Fig. 1: routing congestion
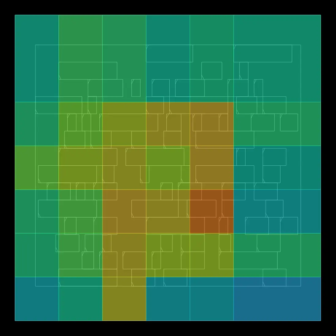
Fig. 2: port wiring
The bar under the picture is 10 um long.
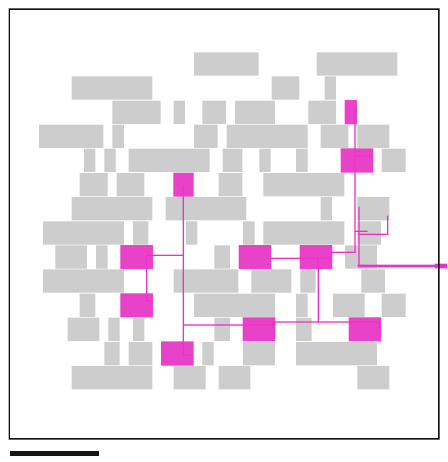
Fig. 3: the metal 1 layer
The bar under the picture is 10 um long. Supply wires on this layer in gray. Cells faint in the background.
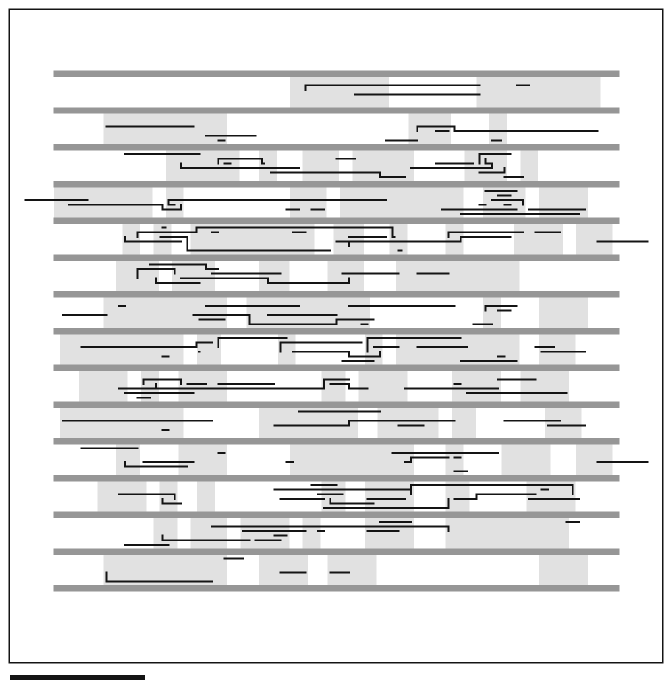
Fig. 4: where the registers sit
The bar under the picture is 10 um long.
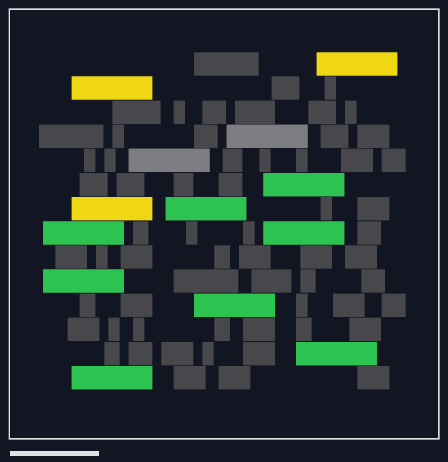
`src/rtl/piso_tx_pkg.sv`:
```
// Shared types and constants for the PISO serial transmitter.
// Holds the FSM state type, default geometry and the counter-width helper.
package piso_tx_pkg;

   typedef enum logic {
      IDLE  = 1'b0,
      SHIFT = 1'b1
   } tx_state_e;

   localparam int DEF_WIDTH      = 8;
   localparam int DEF_BIT_PERIOD = 1;

   // Bits needed to hold values 0..value-1; never less than one bit.
   function automatic int clog2(input int value);
      int r;
      r = 0;
      for (int v = value - 1; v > 0; v = v >> 1) begin
         r++;
      end
      if (r < 1) begin
         r = 1;
      end
      return r;
   endfunction

endpackage

```
`src/rtl/bit_period_timer.sv`:
```
// Modulo-BIT_PERIOD counter; tick marks the last cycle of a bit period and
// tick_next is the same decode one cycle early so the caller can register it.
module bit_period_timer
   import piso_tx_pkg::*;
#(
   parameter int BIT_PERIOD = DEF_BIT_PERIOD
) (
   input  logic clk,
   input  logic clear,
   input  logic run,
   output logic tick,
   output logic tick_next
);

   generate
      if (BIT_PERIOD == 1) begin : g_const
         // Every cycle ends a bit period; no counter state needed.
         logic unused_inputs;
         assign unused_inputs = ^{clk, clear, run};
         assign tick          = 1'b1;
         assign tick_next     = 1'b1;
      end else begin : g_count
         localparam int            CW   = clog2(BIT_PERIOD);
         localparam logic [CW-1:0] LAST = CW'(BIT_PERIOD - 1);

         logic [CW-1:0] cnt_q;
         logic [CW-1:0] cnt_d;

         // Idle holds the counter at zero so a new frame always starts aligned.
         always_comb begin
            cnt_d = '0;
            if (run) begin
               cnt_d = (cnt_q == LAST) ? '0 : cnt_q + 1'b1;
            end
         end

         always_ff @(posedge clk or negedge clear) begin
            if (!clear) begin
               cnt_q <= '0;
            end else begin
               cnt_q <= cnt_d;
            end
         end

         assign tick      = (cnt_q == LAST);
         assign tick_next = (cnt_d == LAST);
      end
   endgenerate

endmodule

```
`src/rtl/piso_serial_tx.sv`:
```
// Parallel-in/serial-out transmitter, MSB first, one shift_out strobe per bit.
// Define PISO_TX_PARITY_EN to append an even-parity bit after the data bits.
//
// state | meaning
// ------+-----------------------------------------------------------
// IDLE  | ready for a new word; serial_out and shift_out held low
// SHIFT | frame in progress; one bit per BIT_PERIOD cycles
module piso_serial_tx
   import piso_tx_pkg::*;
#(
   parameter int WIDTH      = DEF_WIDTH,
   parameter int BIT_PERIOD = DEF_BIT_PERIOD
) (
   input  logic             clk,
   input  logic             clear,
   input  logic [WIDTH-1:0] data_in,
   input  logic             load,
   output logic             ready,
   output logic             serial_out,
   output logic             shift_out,
   output logic             busy,
   output logic             done
);

`ifdef PISO_TX_PARITY_EN
   localparam int FRAME_W = WIDTH + 1;
`else
   localparam int FRAME_W = WIDTH;
`endif
   localparam int                 BCW      = clog2(FRAME_W);
   localparam logic [BCW-1:0]     LAST_BIT = BCW'(FRAME_W - 1);

   tx_state_e          state_q;
   tx_state_e          state_d;
   logic [FRAME_W-1:0] shreg_q;
   logic [FRAME_W-1:0] shreg_d;
   logic [FRAME_W-1:0] frame_word;
   logic [BCW-1:0]     bit_cnt_q;
   logic [BCW-1:0]     bit_cnt_d;
   logic               busy_d;
   logic               shift_d;
   logic               done_d;
   logic               tick;
   logic               tick_next;

`ifdef PISO_TX_PARITY_EN
   assign frame_word = {data_in, ^data_in};
`else
   assign frame_word = data_in;
`endif

   bit_period_timer #(
      .BIT_PERIOD (BIT_PERIOD)
   ) u_timer (
      .clk       (clk),
      .clear     (clear),
      .run       (state_q == SHIFT),
      .tick      (tick),
      .tick_next (tick_next)
   );

   always_comb begin
      state_d   = state_q;
      shreg_d   = shreg_q;
      bit_cnt_d = bit_cnt_q;
      done_d    = 1'b0;
      case (state_q)
         IDLE: begin
            if (load) begin
               shreg_d   = frame_word;
               bit_cnt_d = LAST_BIT;
               state_d   = SHIFT;
            end
         end
         SHIFT: begin
            if (tick) begin
               // Zero fill leaves the register empty, so serial_out idles low.
               shreg_d = {shreg_q[FRAME_W-2:0], 1'b0};
               if (bit_cnt_q == '0) begin
                  state_d = IDLE;
                  done_d  = 1'b1;
               end else begin
                  bit_cnt_d = bit_cnt_q - 1'b1;
               end
            end
         end
         default: begin
            state_d = IDLE;
         end
      endcase
      busy_d  = (state_d == SHIFT);
      shift_d = busy_d & tick_next;
   end

   always_ff @(posedge clk or negedge clear) begin
      if (!clear) begin
         state_q   <= IDLE;
         shreg_q   <= '0;
         bit_cnt_q <= '0;
         busy      <= 1'b0;
         shift_out <= 1'b0;
         done      <= 1'b0;
      end else begin
         state_q   <= state_d;
         shreg_q   <= shreg_d;
         bit_cnt_q <= bit_cnt_d;
         busy      <= busy_d;
         shift_out <= shift_d;
         done      <= done_d;
      end
   end

   assign serial_out = shreg_q[FRAME_W-1];
   assign ready      = (state_q == IDLE);

endmodule

```
`config.mk`:
```
export PLATFORM = sky130hd
export DESIGN_NAME = piso_serial_tx
export DESIGN_NICKNAME = d
export VERILOG_FILES = /design/src/rtl/piso_tx_pkg.sv /design/src/rtl/bit_period_timer.sv /design/src/rtl/piso_serial_tx.sv
export SDC_FILE = /design/constraint.sdc
export NUM_CORES = 1
export LEC_CHECK = 0
export CELL_PAD_IN_SITES_DETAIL_PLACEMENT = 1
export CELL_PAD_IN_SITES_GLOBAL_PLACEMENT = 1
export CORE_MARGIN = 3
export CORE_UTILIZATION = 35
export CTS_CLUSTER_DIAMETER = 80
export DETAILED_ROUTE_END_ITERATION = 16
export PLACE_DENSITY_LB_ADDON = 0.1
export SYNTH_ARGS = -nofsm -noshare
export SYNTH_HDL_FRONTEND = slang
export SYNTH_SLANG_ARGS = --single-unit
```
`constraint.sdc`:
```
create_clock -name clk -period 1.7 [get_ports clk]
set_clock_uncertainty 0.1 [all_clocks]
set_input_delay 0.34 -clock clk [delete_from_list [all_inputs] [get_ports clk]]
set_output_delay 0.34 -clock clk [all_outputs]
set_load 0.05 [all_outputs]
```
==> results.py <==
# Metrics from the implementation run
metrics = {
    "placed_design": {
        "pre_cts_ws_ns": 0.160,
        "place.gp.congestion": 0.614,
        "post-place-cells": 95,
        "post_dp_cell_area_sq_um": 821,
        "dpl.hpwl_um": 926,
    },
    "clocking": {
        "cts_buffers": 3,
        "cts_sinks": 13,
        "clkLatencyLatePin_ns": 0.28,
        "cts_root_buf": "clkbuf_4",
        "clk_pin_slew_worst_paths_ns": 0.08,
        "post_cts_resized": 0,
        "cts_setup_buffers": 0,
        "holdBufCountCts": 0,
        "cts_tree": "yes",
        "clockBufferDepth": 2,
    },
    "setup_path": {
        "arrival_ns": 1.10,
        "crit_path_end_kind": "output port",
        "cp-startpoint": "state_q",
        "r2r_setup_slack_ns": 0.27,
        "start_kind": "flop",
        "timing.reg2reg.worst_path_depth": 5,
        "critPathKind": "flop to output port",
    },
    "timing": {
        "post-route-period-util_pct": 90.5,
        "period_minus_slack_ns": 1.54,
        "final.setup.tns_ns": 0,
        "hold_viol": 0,
        "tightest_slew_ns": 0.257,
        "relSlewSlack_pct": 82.9,
        "finalSetupViolCount": 0,
        "whs_ns": 0.274,
        "slew_violations": 0,
    },
    "route": {
        "drt-met1-wl_um": 602,
        "via_per_inst": 4.62,
        "drtIter0Drc": 3,
        "wl_met2_um": 574,
        "wl_met3_um": 88,
        "dr.pass1.iters": 3,
        "top_layer_used": "met4",
        "wl_um": 1290,
    },
    "floorplanning": {
        "fp.dieH_um": 48.2,
        "core-area_sq_um": 1590,
        "dieWidth_um": 48.2,
        "fp_util_pct": 39.2,
        "placementRows": 14,
    },
    "final_layout": {
        "final_cells": 99,
        "regArea_sq_um": 325,
        "final_common_cell": "dfrtp_1",
        "logic_area_sq_um": 253,
        "drive_gt1_share_pct": 20.0,
        "diodes": 0,
        "final_cell_mix": "dfrtp_1 (13), clkdlybuf4s50_1 (10), mux2i_1 (8), nand2_1 (8), o21ai_0 (7)",
    },
    "pwr": {
        "swShare_pct": 39.1,
        "pg_comb_uw": 603,
        "powerSeq_uw": 495,
        "finalPower_mw": 1.29,
        "comb_power_share_pct": 46.6,
        "power_switching_uw": 505,
        "power_leader": "combinational logic",
        "sequentialPowerShare_pct": 38.3,
        "p_int_uw": 787,
        "power.density_nw_per_um2": 1530,
    },
    "yosys": {
        "synthCells": 57,
        "synthesis.nets": 70,
        "synthAoiAreaFrac_pct": 12.2,
        "ys_cells": 57,
        "yosys.area_share.xor_xnor_pct": 0,
        "adder_share_pct": 4.01,
        "simple_gate_share_pct": 11.4,
        "netlist_area_sq_um": 624,
        "logic_family": "multiplexers",
        "ys_types": 18,
        "ys.flops": 13,
        "synthTopCellsByArea": "dfrtp_1 (52%), mux2i_1 (13%), o21ai_0 (5.6%)",
        "ys_seq_share_pct": 52.1,
        "ys_area_sq_um": 624,
        "top_area_share_pct": 52.1,
    },
    "global_routing": {
        "grt_pass1_vias": 469,
        "antenna_found_initial": 0,
        "track_usage_pct": 14.3,
        "globalRoute.busiestLayer": "met2",
        "grt_overflow": 0,
        "grt_pass1_wl_um": 2120,
    },
    "worst_hold_path": {
        "hold_path_class": "input port to asynchronous set/reset pin",
    },
    "run_status": {
        "status": "finished, final reports clean",
    },
    "job": {
        "warnings": 27,
        "cap_violations": 0,
    },
}
-- Fig. 1 (at the start) --
Finished Core Util: 53.1%
M1 GR Usage: 17.0%
DR WL/cell: 13.0 um
GR Util met2: 22.7%

-- Fig. 2 (at the start) --
magenta -> `load`  # direction input, edge right, end cells 10, buffers 2, wire 110 um
port buffer count: 15
# IOs: 16

-- Fig. 3 (at the start) --
longest straight run = 17.5 um
nets with wire on the layer = 69

-- Fig. 4 (at the start) --
green -> `shreg_q`  # placed flops 8
yellow -> `bit_cnt_q`  # placed flops 3

worst max-delay path, stage by stage, from the launching register on:
cell	delay (ns)
dfrtp_1	0.36
buf_4	0.28
buf_12	0.18
sequential cells by signal, summed over array words and instances, names as in the netlist:
signal / flops
bit_cnt_q: 3
state_q: 1
done: 1
shreg_q: 8
final cells by class:
class                      instances  share of cell area [%]
clock buffer                       4                    3.10
timing repair buffer              18                    23.3
inverter                           4                    1.77
multi-input combinational         36                    29.8
sequential                        13                    38.4
tap                               24                    3.55
synth_stat cells:
cell type  count
dfrtp_1       13
o21ai_0        7
mux2i_1        8
ha_1           2
a21oi_2        1
nor2b_2        1
inv_1          4
buf_4          2
o221ai_1       1
nand2_1        8
o22a_1         1
nor2_1         3
a2bb2oi_2      1
buf_2          1
buf_6          1
and2_1         1
nand4b_1       1
nor2_2         1
Power and IR drop assume default switching activity.
